### M2 wires

The bar under the picture is 100 um long.
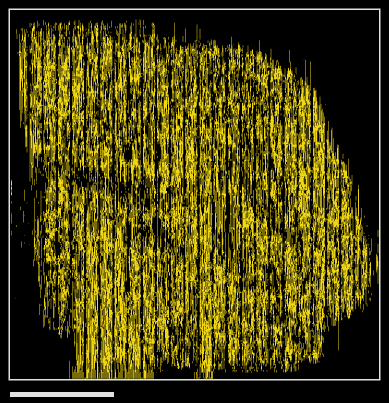
### Gate-type map

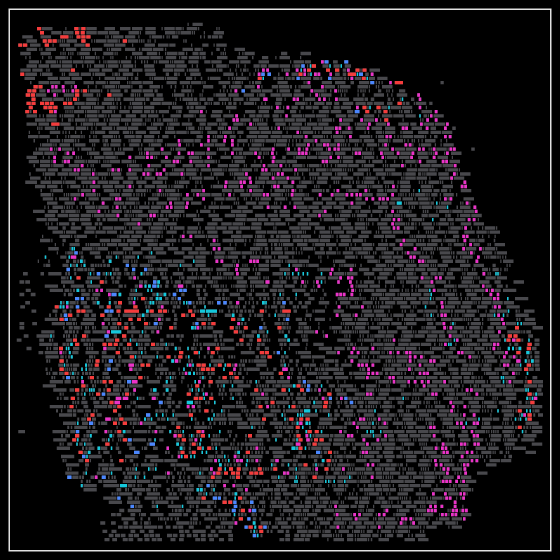
==> src/rtl/hilo_if.sv <==
// Request/result bundle between EX and the HI/LO multiply-divide unit.
//   master : drives start/op/rs_in/rt_in/cancel, observes hilo_out/busy/done
//   slave  : the hilo_unit side
interface hilo_if #(
    parameter int unsigned DATA_W = 32
);
    logic                  start;
    logic [2:0]            op;
    logic [DATA_W-1:0]     rs_in;
    logic [DATA_W-1:0]     rt_in;
    logic                  cancel;
    logic [2*DATA_W-1:0]   hilo_out;
    logic                  busy;
    logic                  done;

    modport master (
        output start, op, rs_in, rt_in, cancel,
        input  hilo_out, busy, done
    );

    modport slave (
        input  start, op, rs_in, rt_in, cancel,
        output hilo_out, busy, done
    );
endinterface

==> src/rtl/hilo_unit.sv <==
// HI/LO owner: single-cycle-latency multiply, 32-step restoring divide, MTHI/MTLO.
// Ports:
//   clk    : rising-edge clock
//   rst_n  : asynchronous active-low reset
//   bus    : hilo_if slave (start/op/rs_in/rt_in/cancel in; hilo_out/busy/done out)
module hilo_unit #(
    parameter int unsigned DATA_W = 32
) (
    input  logic  clk,
    input  logic  rst_n,
    hilo_if.slave bus
);
    localparam int unsigned CNT_W = $clog2(DATA_W);
    localparam int unsigned PRD_W = 2 * DATA_W;

    localparam logic [2:0] OP_MULT  = 3'b000;
    localparam logic [2:0] OP_MULTU = 3'b001;
    localparam logic [2:0] OP_DIV   = 3'b010;
    localparam logic [2:0] OP_DIVU  = 3'b011;
    localparam logic [2:0] OP_MTHI  = 3'b100;
    localparam logic [2:0] OP_MTLO  = 3'b101;

    typedef enum logic [1:0] {IDLE, MUL, DIV, FIX} state_e;

    state_e             state_q, state_d;
    logic [CNT_W-1:0]   cnt_q, cnt_d;
    logic [DATA_W-1:0]  op_a_q, op_a_d;   // multiplicand, or dividend shifting into quotient
    logic [DATA_W-1:0]  op_b_q, op_b_d;   // multiplier, or divisor magnitude
    logic [DATA_W-1:0]  rem_q, rem_d;
    logic               sgn_q, sgn_d;     // signed multiply
    logic               neg_q_q, neg_q_d; // negate quotient at FIX
    logic               neg_r_q, neg_r_d; // negate remainder at FIX
    logic [DATA_W-1:0]  hi_q, hi_d;
    logic [DATA_W-1:0]  lo_q, lo_d;
    logic               done_q, done_d;

    logic               accept;
    logic               op_signed;
    logic [PRD_W-1:0]   ext_a, ext_b, prod;
    logic [DATA_W:0]    trial;
    logic               qbit;

    assign accept    = bus.start && !bus.cancel;
    assign op_signed = (bus.op == OP_DIV);

    // Sign- or zero-extend to 64 bits; the low 64 bits of the product are then correct for both.
    assign ext_a = sgn_q ? {{DATA_W{op_a_q[DATA_W-1]}}, op_a_q} : {{DATA_W{1'b0}}, op_a_q};
    assign ext_b = sgn_q ? {{DATA_W{op_b_q[DATA_W-1]}}, op_b_q} : {{DATA_W{1'b0}}, op_b_q};
    assign prod  = ext_a * ext_b;

    // Restoring step: shift the dividend MSB into the remainder, subtract if it fits.
    assign trial = {rem_q, op_a_q[DATA_W-1]} - {1'b0, op_b_q};
    assign qbit  = !trial[DATA_W];

    // State register
    always_ff @(posedge clk or negedge rst_n) begin
        if (!rst_n) state_q <= IDLE;
        else        state_q <= state_d;
    end

    // Next-state logic
    always_comb begin
        state_d = state_q;
        case (state_q)
            IDLE: begin
                if (accept) begin
                    if (bus.op == OP_MULT || bus.op == OP_MULTU) begin
                        state_d = MUL;
                    end else if ((bus.op == OP_DIV || bus.op == OP_DIVU) && bus.rt_in != '0) begin
                        state_d = DIV;
                    end
                end
            end
            MUL:     state_d = IDLE;
            DIV:     if (bus.cancel) state_d = IDLE;
                     else if (cnt_q == CNT_W'(DATA_W - 1)) state_d = FIX;
            FIX:     state_d = IDLE;
            default: state_d = IDLE;
        endcase
    end

    // Datapath / output next-values
    always_comb begin
        cnt_d   = cnt_q;
        op_a_d  = op_a_q;
        op_b_d  = op_b_q;
        rem_d   = rem_q;
        sgn_d   = sgn_q;
        neg_q_d = neg_q_q;
        neg_r_d = neg_r_q;
        hi_d    = hi_q;
        lo_d    = lo_q;
        done_d  = 1'b0;
        case (state_q)
            IDLE: begin
                if (accept) begin
                    case (bus.op)
                        OP_MTHI: hi_d = bus.rs_in;
                        OP_MTLO: lo_d = bus.rs_in;
                        OP_MULT, OP_MULTU: begin
                            op_a_d = bus.rs_in;
                            op_b_d = bus.rt_in;
                            sgn_d  = (bus.op == OP_MULT);
                        end
                        OP_DIV, OP_DIVU: begin
                            if (bus.rt_in == '0) begin
                                hi_d   = bus.rs_in;
                                lo_d   = '1;
                                done_d = 1'b1;
                            end else begin
                                op_a_d  = (op_signed && bus.rs_in[DATA_W-1]) ? -bus.rs_in : bus.rs_in;
                                op_b_d  = (op_signed && bus.rt_in[DATA_W-1]) ? -bus.rt_in : bus.rt_in;
                                neg_q_d = op_signed && (bus.rs_in[DATA_W-1] ^ bus.rt_in[DATA_W-1]);
                                neg_r_d = op_signed && bus.rs_in[DATA_W-1];
                                rem_d   = '0;
                                cnt_d   = '0;
                            end
                        end
                        default: ;
                    endcase
                end
            end
            MUL: begin
                if (!bus.cancel) begin
                    {hi_d, lo_d} = prod;
                    done_d       = 1'b1;
                end
            end
            DIV: begin
                if (!bus.cancel) begin
                    rem_d  = qbit ? trial[DATA_W-1:0] : {rem_q[DATA_W-2:0], op_a_q[DATA_W-1]};
                    op_a_d = {op_a_q[DATA_W-2:0], qbit};
                    cnt_d  = cnt_q + CNT_W'(1);
                end
            end
            FIX: begin
                if (!bus.cancel) begin
                    lo_d   = neg_q_q ? -op_a_q : op_a_q;
                    hi_d   = neg_r_q ? -rem_q : rem_q;
                    done_d = 1'b1;
                end
            end
            default: ;
        endcase
    end

    // Datapath registers
    always_ff @(posedge clk or negedge rst_n) begin
        if (!rst_n) begin
            cnt_q   <= '0;
            op_a_q  <= '0;
            op_b_q  <= '0;
            rem_q   <= '0;
            sgn_q   <= 1'b0;
            neg_q_q <= 1'b0;
            neg_r_q <= 1'b0;
            hi_q    <= '0;
            lo_q    <= '0;
            done_q  <= 1'b0;
        end else begin
            cnt_q   <= cnt_d;
            op_a_q  <= op_a_d;
            op_b_q  <= op_b_d;
            rem_q   <= rem_d;
            sgn_q   <= sgn_d;
            neg_q_q <= neg_q_d;
            neg_r_q <= neg_r_d;
            hi_q    <= hi_d;
            lo_q    <= lo_d;
            done_q  <= done_d;
        end
    end

    assign bus.hilo_out = {hi_q, lo_q};
    assign bus.busy     = (state_q != IDLE);
    assign bus.done     = done_q;
endmodule

==> src/flat_wrapper.sv <==
// flat-port wrapper written by rule: the top's interface ports become plain ports
module hilo_unit_flat 
#(
    parameter int unsigned DATA_W = 32
)
  (clk, rst_n, bus_start, bus_op, bus_rs_in, bus_rt_in, bus_cancel, bus_hilo_out, bus_busy, bus_done);
  hilo_if #(.DATA_W(DATA_W)) bus_i ();
  input  logic clk;
  input  logic rst_n;
  input wire logic [$bits(bus_i.start)-1:0] bus_start;
  input wire logic [$bits(bus_i.op)-1:0] bus_op;
  input wire logic [$bits(bus_i.rs_in)-1:0] bus_rs_in;
  input wire logic [$bits(bus_i.rt_in)-1:0] bus_rt_in;
  input wire logic [$bits(bus_i.cancel)-1:0] bus_cancel;
  output wire logic [$bits(bus_i.hilo_out)-1:0] bus_hilo_out;
  output wire logic [$bits(bus_i.busy)-1:0] bus_busy;
  output wire logic [$bits(bus_i.done)-1:0] bus_done;
  assign bus_i.start = bus_start;
  assign bus_i.op = bus_op;
  assign bus_i.rs_in = bus_rs_in;
  assign bus_i.rt_in = bus_rt_in;
  assign bus_i.cancel = bus_cancel;
  assign bus_hilo_out = bus_i.hilo_out;
  assign bus_busy = bus_i.busy;
  assign bus_done = bus_i.done;
  hilo_unit #(.DATA_W(DATA_W)) u_core (.clk(clk), .rst_n(rst_n), .bus(bus_i));
endmodule
==> config.mk <==
export PLATFORM = sky130hd
export DESIGN_NAME = hilo_unit_flat
export DESIGN_NICKNAME = d
export VERILOG_FILES = /design/src/rtl/hilo_if.sv /design/src/rtl/hilo_unit.sv /design/src/flat_wrapper.sv
export SDC_FILE = /design/constraint.sdc
export NUM_CORES = 2
export LEC_CHECK = 0
export CAP_MARGIN = 20
export CORE_MARGIN = 4
export CORE_UTILIZATION = 50
export CTS_BUF_LIST = sky130_fd_sc_hd__clkbuf_2
export CTS_CLUSTER_SIZE = 10
export DETAILED_ROUTE_END_ITERATION = 16
export PLACE_DENSITY = 0.74
export SKIP_CTS_REPAIR_TIMING = 1
export SLEW_MARGIN = 20
export SYNTH_ARGS = -nofsm -noshare
export SYNTH_HDL_FRONTEND = slang
export SYNTH_SLANG_ARGS = --single-unit
==> constraint.sdc <==
create_clock -name clk -period 9.3 [get_ports clk]
set_clock_uncertainty 0.2 [all_clocks]
set_input_delay 2.325 -clock clk [delete_from_list [all_inputs] [get_ports clk]]
set_output_delay 2.325 -clock clk [all_outputs]
set_load 0.01 [all_outputs]
==> results.yml <==
# implementation run metrics
synthesis:
  area_leaders: "fa_1 48%, inv_1 10%, ha_1 7.3%"
  common_cells: "1585 x inv_1, 1420 x fa_1, 741 x nand2_1, 510 x and2_1, 347 x ha_1"
  async_flop_share_pct: 100.0
  top_cell: "inv_1"
  ys.flops: 171
  yosysCellCount: 6607
  syn_area_um2: 59690
cells_and_area:
  drive_gt1_share_pct: 7.434
critical_path:
  worstPathArrival_ns: 9.76
  cp-endpoint: "u_core.hi_q[10]$_DFFE_PN0P_"
  r2r-start: "u_core.op_b_q[4]$_DFFE_PN0P_"
  slowest_stage: "fa_1"
  path_depth: 28
detailed_routing:
  num_vias: 46236
  antenna_left: 0
  totalWireLength_um: 191900
  wl_per_cell_um: 23.08
  drc_errors: 0
die:
  core-area_um2: 118200
  die-width_um: 353.5
sta:
  relSlewSlack_pct: 24.80
  max_freq_mhz: 109.4
  fin_setup_tns_ns: 0
run_status:
  status: "complete, no violations"
clock_network:
  cts_tree: "built"
  htreeDepth: 4
  cts.sinks: 171
  cts_root_buf: "clkbuf_2"
job:
  tool_warnings: 35
grt:
  grt_use_met3_pct: 8.567
  gr-usage-met1_pct: 41.05
  grt_pass1_vias: 49580
  grt_pass1_wl_um: 295800
worst_hold_path:
  holdPathEnd: "u_core.hi_q[0]$_DFFE_PN0P_"
  hold_start: "u_core.hi_q[0]$_DFFE_PN0P_"
-- 'M2 wires' (at the start) --
The longest straight run is 84.8 um. The wires run mostly vertical. The layer carries 88.4 mm of wire. 7366 nets have wire on it.

-- 'Gate-type map' (at the start) --
Key: non-inverting ao/oa cells = blue [cells 77]; xor and xnor cells = red [cells 258]; and/or cells = magenta [cells 594, where widely spread]; nor cells = cyan [cells 308]

-- layout make-up --
| type | count | area [um2] |
|---|---|---|
| Multi-Input combinational cell | 4502 | 48590 |
| Clock inverter | 15 | 183.9 |
| Timing Repair Buffer | 475 | 4780 |
| Clock buffer | 17 | 85.08 |
| Inverter | 1586 | 5968 |
| Antenna cell | 15 | 37.54 |
| Tap cell | 1536 | 1922 |
| Fill cell | 10539 | 52380 |
| Sequential cell | 171 | 4294 |
-- per-layer routing --
metal  up-vias  wire (um)
met5         -         23
met4         6       9297
met3       453      20550
met2      2243      88420
met1     23646      73640
li1      19888          -
-- through the flow --
| step | instances | hold WS [ns] |
|---|---|---|
| 3_5_place_dp | 8250 | 0.2715 |
| 2_1_floorplan | 6607 | 0.2725 |
| 3_3_place_gp | 8250 | 0.2629 |
| 5_1_grt | 8312 | 0.3420 |
| 4_1_cts | 8282 | 0.3280 |
| 6_report | 8317 | 0.3218 |
-- sequential cells by signal (all words and copies together) (netlist names) --
name,count
u_core.state_q,2
u_core.rem_q,32
u_core.op_b_q,32
u_core.cnt_q,5
u_core.lo_q,32
u_core.neg_r_q,1
u_core.bus.done,1
u_core.op_a_q,32
u_core.neg_q_q,1
u_core.sgn_q,1
u_core.hi_q,32
-- logic make-up after synthesis --
family,after synthesis,synth area share [%]
xor+xnor,258,3.817
compound gates,722,7.311
fa+ha+maj,1770,54.95
buf+inv,1934,12.17
flops,171,7.169
mux,38,0.6372
simple gates,1714,13.95
